### config.mk
export PLATFORM = sky130hd
export DESIGN_NAME = resp_sched
export DESIGN_NICKNAME = d
export VERILOG_FILES = /design/src/rtl/resp_sched.sv
export SDC_FILE = /design/constraint.sdc
export NUM_CORES = 1
export LEC_CHECK = 0
export ABC_CLOCK_PERIOD_IN_PS = 6600
export CORE_ASPECT_RATIO = 2
export CORE_MARGIN = 2
export CORE_UTILIZATION = 53
export CTS_CLUSTER_DIAMETER = 30
export DETAILED_ROUTE_END_ITERATION = 8
export GPL_TIMING_DRIVEN = 0
export PLACE_DENSITY = 0.87
export SYNTH_ARGS = -nofsm -noshare
export SYNTH_HDL_FRONTEND = slang
export SYNTH_SLANG_ARGS = --single-unit
export TNS_END_PERCENT = 1
### constraint.sdc
create_clock -name clk -period 6.6 [get_ports clk]
set_input_delay 0.66 -clock clk [delete_from_list [all_inputs] [get_ports clk]]
set_output_delay 0.66 -clock clk [all_outputs]
set_load 0.01 [all_outputs]
### src/rtl/resp_sched.sv
`timescale 1ns/1ps
`default_nettype none
// ============================================================================
// Module      : resp_sched
// Description : Round-robin packet scheduler that drains perm response FIFOs
//               onto a single 9-bit NOC link, one whole packet at a time.
// Revision    : 1.0 - initial release
// ============================================================================
module resp_sched #(
    parameter int NPORT   = 4,
    parameter int WR_BODY = 4,
    parameter int MG_BODY = 5,
    parameter int RD_FIX  = 3
) (
    input  logic                 clk,
    input  logic                 reset,
    input  logic [NPORT-1:0]     fifo_empty,
    input  logic [9*NPORT-1:0]   fifo_dout,
    output logic [NPORT-1:0]     fifo_rd,
    output logic                 out_valid,
    output logic                 out_ctl,
    output logic [7:0]           out_data,
    output logic [NPORT-1:0]     grant,
    output logic                 pkt_done,
    output logic                 hdr_err
);

    localparam int PW = (NPORT > 1) ? $clog2(NPORT) : 1;

    localparam logic [0:0] S_IDLE = 1'b0;
    localparam logic [0:0] S_XFER = 1'b1;

    localparam logic [2:0] c_op_rd = 3'b011;
    localparam logic [2:0] c_op_wr = 3'b100;
    localparam logic [2:0] c_op_mg = 3'b101;

    localparam logic [8:0]    c_wr_len  = 9'(WR_BODY);
    localparam logic [8:0]    c_mg_len  = 9'(MG_BODY);
    localparam logic [8:0]    c_rd_len  = 9'(RD_FIX);
    localparam logic [PW-1:0] c_last_rst = PW'(NPORT - 1);

    // Registered state
    logic [0:0]       state_q,     state_d;
    logic [8:0]       rem_q,       rem_d;
    logic [PW-1:0]    gidx_q,      gidx_d;
    logic [NPORT-1:0] grant_q,     grant_d;
    logic [PW-1:0]    last_q,      last_d;
    logic             rd_fix_q,    rd_fix_d;
    logic             out_valid_q, out_valid_d;
    logic             out_ctl_q,   out_ctl_d;
    logic [7:0]       out_data_q,  out_data_d;
    logic             pkt_done_q,  pkt_done_d;
    logic             hdr_err_q,   hdr_err_d;

    // Combinational helpers
    logic [8:0]       w_word [NPORT];
    logic             w_found;
    logic [PW-1:0]    w_win;
    logic [PW-1:0]    w_sel;
    int               w_idx;
    logic [8:0]       w_head;
    logic             w_hdr_ok;
    logic [8:0]       w_load;
    logic [8:0]       w_gword;
    logic             w_pop;
    logic [PW-1:0]    w_pop_idx;
    logic [8:0]       w_pop_word;
    logic             w_fwd;
    logic             w_final;

    // Split the packed head-word bus into per-port words
    for (genvar gi = 0; gi < NPORT; gi++) begin : g_word
        assign w_word[gi] = fifo_dout[9*gi +: 9];
    end

    // Round-robin search starting one past the last served (or dropped) port
    always_comb begin
        w_found = 1'b0;
        w_win   = '0;
        w_idx   = 0;
        w_sel   = '0;
        for (int k = 0; k < NPORT; k++) begin
            w_idx = (int'(last_q) + 1 + k) % NPORT;
            w_sel = PW'(w_idx);
            if (!w_found && !fifo_empty[w_sel]) begin
                w_found = 1'b1;
                w_win   = w_sel;
            end
        end
    end

    // Header decode of the arbitration winner's head word
    always_comb begin
        w_head   = w_word[w_win];
        w_hdr_ok = 1'b0;
        w_load   = '0;
        if (w_head[8] && (w_head[7:0] != 8'd0)) begin
            case (w_head[2:0])
                c_op_rd: begin w_hdr_ok = 1'b1; w_load = c_rd_len; end
                c_op_wr: begin w_hdr_ok = 1'b1; w_load = c_wr_len; end
                c_op_mg: begin w_hdr_ok = 1'b1; w_load = c_mg_len; end
                default: begin w_hdr_ok = 1'b0; w_load = '0;       end
            endcase
        end
    end

    // Next-state logic: arbitration in IDLE, word-by-word draining in XFER
    always_comb begin
        state_d   = state_q;
        rem_d     = rem_q;
        gidx_d    = gidx_q;
        grant_d   = grant_q;
        last_d    = last_q;
        rd_fix_d  = rd_fix_q;
        hdr_err_d = hdr_err_q;
        w_pop     = 1'b0;
        w_pop_idx = gidx_q;
        w_fwd     = 1'b0;
        w_final   = 1'b0;
        w_gword   = w_word[gidx_q];

        case (state_q)
            S_IDLE: begin
                if (w_found) begin
                    w_pop     = 1'b1;
                    w_pop_idx = w_win;
                    if (w_hdr_ok) begin
                        w_fwd    = 1'b1;
                        gidx_d   = w_win;
                        rem_d    = w_load;
                        rd_fix_d = (w_head[2:0] == c_op_rd);
                        if (w_load == 9'd0) begin
                            // Header-only packet: done on the header itself
                            w_final = 1'b1;
                            last_d  = w_win;
                        end else begin
                            state_d = S_XFER;
                            grant_d = NPORT'(1) << w_win;
                        end
                    end else begin
                        // Garbage at the head: discard it and move past the port
                        hdr_err_d = 1'b1;
                        last_d    = w_win;
                    end
                end
            end
            S_XFER: begin
                // An empty granted FIFO simply stalls; nothing else is served
                if (!fifo_empty[gidx_q]) begin
                    w_pop = 1'b1;
                    w_fwd = 1'b1;
                    if (rd_fix_q && (rem_q == 9'd1)) begin
                        // Last fixed RD byte carries the data length
                        rd_fix_d = 1'b0;
                        rem_d    = {1'b0, w_gword[7:0]};
                        w_final  = (w_gword[7:0] == 8'd0);
                    end else begin
                        rem_d   = rem_q - 9'd1;
                        w_final = (rem_q == 9'd1);
                    end
                    if (w_final) begin
                        state_d = S_IDLE;
                        grant_d = '0;
                        last_d  = gidx_q;
                    end
                end
            end
            default: begin
                state_d = S_IDLE;
                grant_d = '0;
            end
        endcase
    end

    // Output word staging: forwarded words appear one cycle after their pop
    always_comb begin
        w_pop_word  = w_word[w_pop_idx];
        out_valid_d = w_fwd;
        out_ctl_d   = w_fwd ? w_pop_word[8]   : 1'b1;
        out_data_d  = w_fwd ? w_pop_word[7:0] : 8'd0;
        pkt_done_d  = w_final;
    end

    // State and output registers with synchronous reset
    always_ff @(posedge clk) begin
        if (reset) begin
            state_q     <= S_IDLE;
            rem_q       <= '0;
            gidx_q      <= '0;
            grant_q     <= '0;
            last_q      <= c_last_rst;
            rd_fix_q    <= 1'b0;
            out_valid_q <= 1'b0;
            out_ctl_q   <= 1'b1;
            out_data_q  <= 8'd0;
            pkt_done_q  <= 1'b0;
            hdr_err_q   <= 1'b0;
        end else begin
            state_q     <= state_d;
            rem_q       <= rem_d;
            gidx_q      <= gidx_d;
            grant_q     <= grant_d;
            last_q      <= last_d;
            rd_fix_q    <= rd_fix_d;
            out_valid_q <= out_valid_d;
            out_ctl_q   <= out_ctl_d;
            out_data_q  <= out_data_d;
            pkt_done_q  <= pkt_done_d;
            hdr_err_q   <= hdr_err_d;
        end
    end

    // Pops are suppressed while reset is held so nothing is lost from the FIFOs
    assign fifo_rd   = (w_pop && !reset) ? (NPORT'(1) << w_pop_idx) : '0;
    assign out_valid = out_valid_q;
    assign out_ctl   = out_ctl_q;
    assign out_data  = out_data_q;
    assign grant     = grant_q;
    assign pkt_done  = pkt_done_q;
    assign hdr_err   = hdr_err_q;

endmodule
`default_nettype wire

==> images/clock_nets.png <==
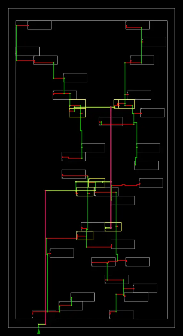
registers: 31
Clock group: 0.170 mW
clk latency late pin: 0.29 ns

==> images/gates.png <==
Drawn at 4 px/um.
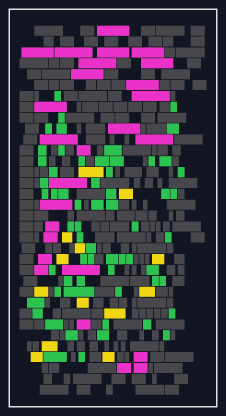
magenta -> mux cells  # cells 26
yellow -> non-inverting ao/oa cells  # cells 13
green -> aoi and oai cells  # cells 61
most frequent logic cell in the layout: clkdlybuf4s50_1
Non-Filler Instances: 383
Comb/total area: 52.9%

==> results.txt <==
max reg flops = 9
EDFF count, synth = 0
number of cells in Yosys stat = 262
Filler cells = 338
Antenna diodes = 0
vias per cell = 6.52
Comb pwr share = 64.9%
Avg WL per Cell = 19.3 um
crit-path max cell delay = 0.76 ns
and+or+nand+nor area frac = 23.5%
reg-to-reg slack, setup = 3.51 ns
actual slew at the worst max-slew pin = 0.763 ns
outcome = finished, final reports clean
critical path required time = 5.94 ns
Lkg Pwr = 1.15 nW
GPL Wtd Cong = 0.889
Area growth syn-to-layout = 31.7%
Seq area share = 19.7%
worst hold slack = 0.468 ns
Final Net Count = 372
wire length on met3 = 321 um
number of synthesis warnings = 0
I/O pin total = 62
vias in the first global route = 2493
No activity file was given, so power comes from the tool's default toggle rates.
